$ cat src/rtl/i2c_csr_pkg.sv
// Shared types and constants for the I2C-to-CSR bridge.
package i2c_csr_pkg;

    typedef enum logic [3:0] {
        IDLE,
        ADDR,
        ADDR_ACK,
        PTR,
        PTR_ACK,
        WDATA,
        WDATA_ACK,
        RDATA,
        RDATA_ACK,
        IGNORE
    } state_t;

    localparam logic ACK    = 1'b0;
    localparam logic NACK   = 1'b1;
    localparam int   BCNT_W = 3;

endpackage

$ cat src/rtl/i2c_bus_sync.sv
// Synchronises the raw SCL/SDA pads and decodes SCL edges and START/STOP.
module i2c_bus_sync (
    input  logic clk,
    input  logic rst,
    input  logic scl_in,
    input  logic sda_in,
    output logic scl_rise,
    output logic scl_fall,
    output logic start_det,
    output logic stop_det,
    output logic sda_s
);

    logic [1:0] scl_ff;
    logic [1:0] sda_ff;
    logic       scl_h;
    logic       sda_h;

    // Reset to 1 so an idle bus produces no spurious edges.
    always_ff @(posedge clk or posedge rst) begin
        if (rst) begin
            scl_ff <= 2'b11;
            sda_ff <= 2'b11;
            scl_h  <= 1'b1;
            sda_h  <= 1'b1;
        end else begin
            scl_ff <= {scl_ff[0], scl_in};
            sda_ff <= {sda_ff[0], sda_in};
            scl_h  <= scl_ff[1];
            sda_h  <= sda_ff[1];
        end
    end

    assign sda_s     = sda_ff[1];
    assign scl_rise  =  scl_ff[1] & ~scl_h;
    assign scl_fall  = ~scl_ff[1] &  scl_h;
    assign start_det =  scl_ff[1] &  scl_h &  sda_h & ~sda_ff[1];
    assign stop_det  =  scl_ff[1] &  scl_h & ~sda_h &  sda_ff[1];

endmodule

$ cat src/rtl/i2c_csr_bridge.sv
// I2C target translating host transactions into CSR reads and writes.
module i2c_csr_bridge
    import i2c_csr_pkg::*;
#(
    parameter logic [6:0] I2C_ADDR = 7'h4a,
    parameter int         CSR_AW   = 5
) (
    input  logic              clk,
    input  logic              rst,
    input  logic              scl_in,
    input  logic              sda_in,
    output logic              sda_oe,
    output logic [CSR_AW-1:0] csr_a,
    output logic [7:0]        csr_di,
    output logic              csr_we,
    input  logic [7:0]        csr_do
);

    logic scl_rise, scl_fall, start_det, stop_det, sda_s;

    i2c_bus_sync u_sync (
        .clk       (clk),
        .rst       (rst),
        .scl_in    (scl_in),
        .sda_in    (sda_in),
        .scl_rise  (scl_rise),
        .scl_fall  (scl_fall),
        .start_det (start_det),
        .stop_det  (stop_det),
        .sda_s     (sda_s)
    );

    state_t              state;
    logic [BCNT_W-1:0]   cnt;
    logic [7:0]          shreg;
    logic [7:0]          rx_byte;
    logic [CSR_AW-1:0]   ptr;
    logic                rw;
    logic                ack_on;

    assign rx_byte = {shreg[6:0], sda_s};
    assign csr_a   = ptr;

    // Each *_ACK state sees two SCL falls: the first opens the ACK slot,
    // the second (ack_on set) closes it.
    always_ff @(posedge clk or posedge rst) begin
        if (rst) begin
            state  <= IDLE;
            cnt    <= '0;
            shreg  <= '0;
            ptr    <= '0;
            rw     <= 1'b0;
            ack_on <= 1'b0;
            sda_oe <= 1'b0;
            csr_di <= '0;
            csr_we <= 1'b0;
        end else begin
            csr_we <= 1'b0;
            if (csr_we)
                ptr <= ptr + 1'b1;

            if (start_det) begin
                state  <= ADDR;
                cnt    <= '0;
                ack_on <= 1'b0;
                sda_oe <= 1'b0;
            end else if (stop_det) begin
                state  <= IDLE;
                ack_on <= 1'b0;
                sda_oe <= 1'b0;
            end else begin
                case (state)
                    ADDR, PTR, WDATA: begin
                        if (scl_rise) begin
                            shreg <= rx_byte;
                            cnt   <= cnt + 1'b1;
                            if (&cnt) begin
                                ack_on <= 1'b0;
                                case (state)
                                    ADDR: begin
                                        if (rx_byte[7:1] == I2C_ADDR) begin
                                            rw    <= rx_byte[0];
                                            state <= ADDR_ACK;
                                        end else begin
                                            state <= IGNORE;
                                        end
                                    end
                                    PTR: begin
                                        ptr   <= rx_byte[CSR_AW-1:0];
                                        state <= PTR_ACK;
                                    end
                                    default: state <= WDATA_ACK;
                                endcase
                            end
                        end
                    end

                    ADDR_ACK: begin
                        if (scl_fall) begin
                            if (!ack_on) begin
                                sda_oe <= 1'b1;
                                ack_on <= 1'b1;
                            end else begin
                                ack_on <= 1'b0;
                                cnt    <= '0;
                                if (rw) begin
                                    shreg  <= {csr_do[6:0], 1'b0};
                                    sda_oe <= ~csr_do[7];
                                    state  <= RDATA;
                                end else begin
                                    sda_oe <= 1'b0;
                                    state  <= PTR;
                                end
                            end
                        end
                    end

                    PTR_ACK, WDATA_ACK: begin
                        if (scl_fall) begin
                            if (!ack_on) begin
                                sda_oe <= 1'b1;
                                ack_on <= 1'b1;
                                if (state == WDATA_ACK) begin
                                    csr_di <= shreg;
                                    csr_we <= 1'b1;
                                end
                            end else begin
                                sda_oe <= 1'b0;
                                ack_on <= 1'b0;
                                cnt    <= '0;
                                state  <= WDATA;
                            end
                        end
                    end

                    RDATA: begin
                        if (scl_rise) begin
                            cnt <= cnt + 1'b1;
                            if (&cnt) begin
                                ack_on <= 1'b0;
                                state  <= RDATA_ACK;
                            end
                        end else if (scl_fall) begin
                            sda_oe <= ~shreg[7];
                            shreg  <= {shreg[6:0], 1'b0};
                        end
                    end

                    RDATA_ACK: begin
                        if (scl_fall && !ack_on) begin
                            sda_oe <= 1'b0;
                            ack_on <= 1'b1;
                        end else if (scl_rise && ack_on) begin
                            ptr <= ptr + 1'b1;
                            if (sda_s == NACK)
                                state <= IGNORE;
                        end else if (scl_fall && ack_on) begin
                            // ptr has already advanced, so csr_do is the next byte
                            ack_on <= 1'b0;
                            cnt    <= '0;
                            shreg  <= {csr_do[6:0], 1'b0};
                            sda_oe <= ~csr_do[7];
                            state  <= RDATA;
                        end
                    end

                    default: ;
                endcase
            end
        end
    end

endmodule
$ cat config.mk
export PLATFORM = sky130hd
export DESIGN_NAME = i2c_csr_bridge
export DESIGN_NICKNAME = d
export VERILOG_FILES = /design/src/rtl/i2c_csr_pkg.sv /design/src/rtl/i2c_bus_sync.sv /design/src/rtl/i2c_csr_bridge.sv
export SDC_FILE = /design/constraint.sdc
export NUM_CORES = 1
export LEC_CHECK = 0
export CORE_UTILIZATION = 45
export DETAILED_ROUTE_END_ITERATION = 8
export PLACE_DENSITY = 0.71
export SLEW_MARGIN = 20
export SYNTH_ARGS = -nofsm -noshare
export SYNTH_HDL_FRONTEND = slang
export SYNTH_HIERARCHICAL = 1
export SYNTH_SLANG_ARGS = --single-unit
$ cat constraint.sdc
create_clock -name clk -period 2.79 [get_ports clk]
set_input_delay 0.558 -clock clk [delete_from_list [all_inputs] [get_ports clk]]
set_output_delay 0.558 -clock clk [all_outputs]
set_load 0.005 [all_outputs]
sizing.png
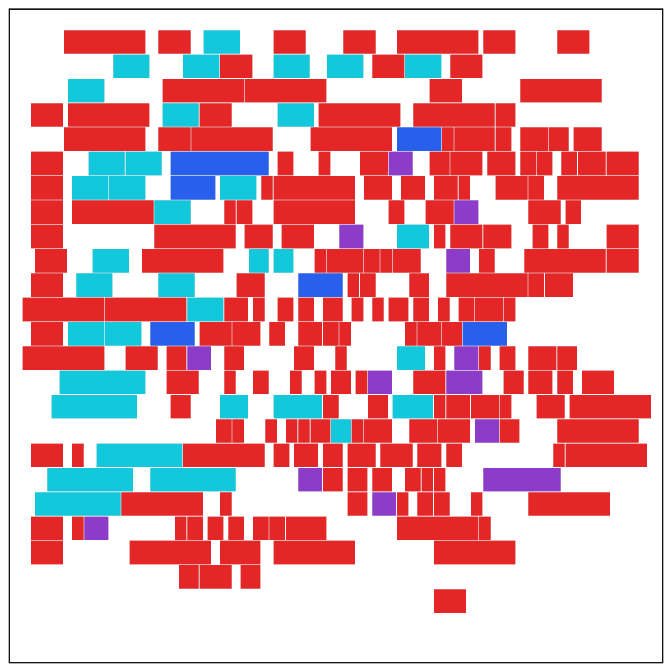
Key: cyan = x2 [cells 35, most used mux2_2]; purple = x3 and x4 [cells 13, most used buf_4]; blue = x6 and larger [cells 6, most used clkbuf_8]; red = x1 and smaller [cells 204, most used dfrtp_1]

clock_nets.png
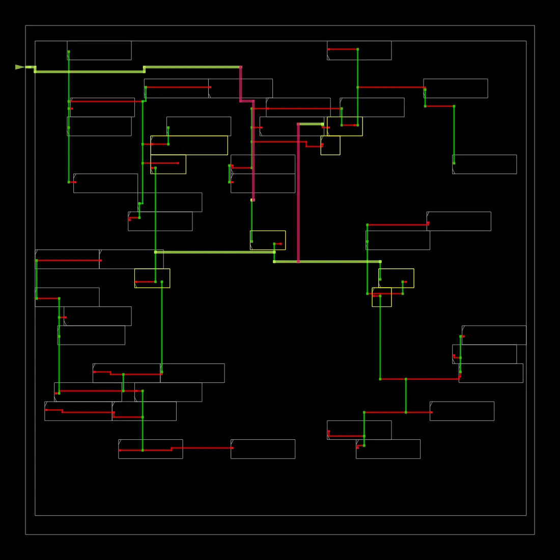
TritonCTS Sinks: 38
Flops: 38
CTS buffer count: 5

clock_wires.png
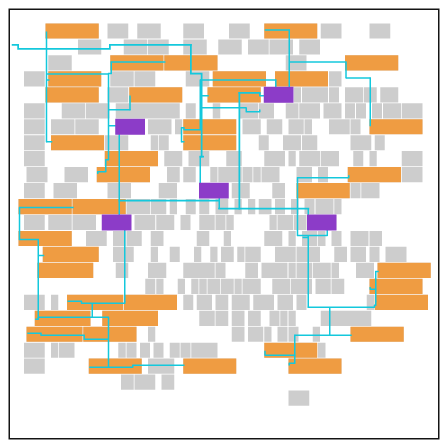
Key: orange = flip-flops [count 38]; cyan = clock wires [length 494 microns]; purple = clock-net drivers [count 5]
There are 6 routed clock nets.

m1.png
Supply wires on this layer in gray. Cells faint in the background.
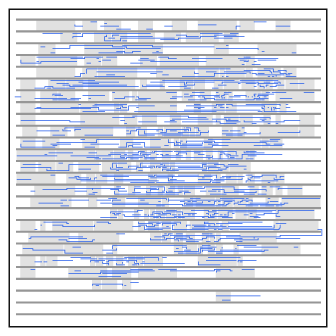
The layer holds 49% of the routed length. The longest straight run is 33.1 microns. The layer carries 2610 microns of wire. 234 nets have wire on it. The wires run mostly horizontal.

class_map.png
Bar = 20 microns.
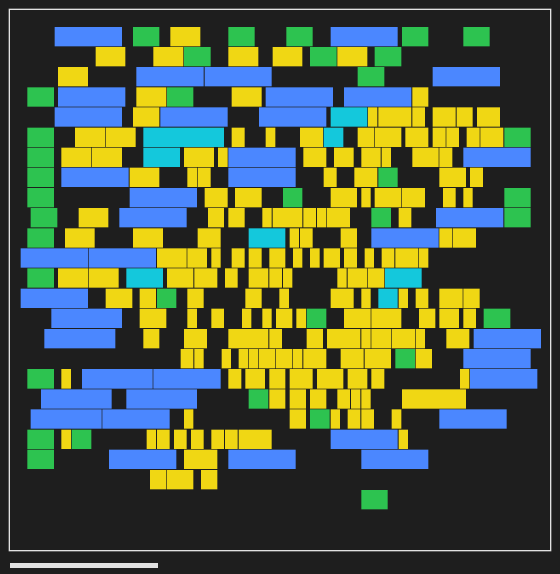
Key: cyan = clock drivers and dummy loads [cells 8, share of their area 4.3%]; yellow = remaining logic cells [cells 177, share of their area 47%]; green = remaining buffers and delay cells [cells 35, share of their area 12%]; blue = registers [cells 38, share of their area 36%]

==> tab_implementation.tex <==
% Table of physical implementation metrics
\begin{tabular}{lr}
\hline
Metric & Value \\
\hline
\multicolumn{2}{l}{\textbf{Run status}} \\
\quad Result of the run & complete, no violations \\
\multicolumn{2}{l}{\textbf{Route}} \\
\quad DRC & 0 \\
\quad Via Count & 1913 \\
\quad Routed WL & 5380 microns \\
\quad Length of routed wiring on met1 & 2610 microns \\
\multicolumn{2}{l}{\textbf{Global routing}} \\
\quad Global-route usage over all layers & 21.9\% \\
\quad Global-route wire length before repair & 8860 microns \\
\multicolumn{2}{l}{\textbf{Floorplan}} \\
\quad Boundary pin count & 27 \\
\quad Site row count & 25 \\
\multicolumn{2}{l}{\textbf{Critical path}} \\
\quad Category of the worst setup path capture point & flip-flop \\
\quad CP endpoint & state[1] \\
\quad CP Data Required Time & 3.01 ns \\
\quad Cell at the slowest stage of the critical path & nor2b\_1 \\
\quad Setup Crit Path Kind & reg2reg \\
\quad Beginning of the critical path & u\_sync/scl\_ff[1] \\
\multicolumn{2}{l}{\textbf{Yosys}} \\
\quad Share of async-settable or async-resettable flops after synthesis & 100\% \\
\quad Average size of a mapped cell & 9.93 sq um \\
\quad Total number of yosys warnings & 6 \\
\quad Xor/xnor share of the synthesized area & 2.32\% \\
\quad Share of synthesized area occupied by flip-flops and latches & 42.3\% \\
\quad Area of the synthesized netlist per yosys stat & 0.00226 sq mm \\
\quad Number of enable-type register cells in the synthesized netlist & 0 \\
\quad Flip-flop cell with the highest count after synthesis & dfrtp\_1 \\
\quad Post-synth top area cell & dfrtp\_1 \\
\quad Cells in synth\_stat.txt & 228 \\
\multicolumn{2}{l}{\textbf{Timing}} \\
\quad Tcrit/Tclk final & 89.1\% \\
\quad Final setup fails & 0 \\
\quad Transition at the pin with the smallest max-transition slack & 0.745 ns \\
\quad Setup repair after global routing missed its margin & no \\
\quad Setup TNS Final & 0 ns \\
\multicolumn{2}{l}{\textbf{Run}} \\
\quad Tool Warnings & 26 \\
\multicolumn{2}{l}{\textbf{Power and ir drop}} \\
\quad Switching Share & 29.6\% \\
\quad Total power per unit cell area & 549 mW/mm\^{}2 \\
\quad Logic pwr share & 19.8\% \\
\multicolumn{2}{l}{\textbf{Finish}} \\
\quad Reg area & 958 sq um \\
\quad Largest area class, layout & combinational gates \\
\quad Logic cell area & 0.00121 sq mm \\
\quad Top cell excl fill/tap & dfrtp\_1 \\
\quad \#MultiIn Comb & 167 \\
\quad Filler instances & 421 \\
\quad Area added between synthesis and finish & 20.6\% \\
\multicolumn{2}{l}{\textbf{Clocking}} \\
\quad Setup Fix Bufs, Post-CTS & 0 \\
\quad Clk pin slew, worst setup/hold paths & 0.08 ns \\
\multicolumn{2}{l}{\textbf{Min path}} \\
\quad Cell count of the worst hold path & 0 \\
\multicolumn{2}{l}{\textbf{Placement}} \\
\quad Instance area after placement & 0.00262 sq mm \\
\hline
\end{tabular}
Power figures rest on the tool's default switching activity, not on a simulated workload.
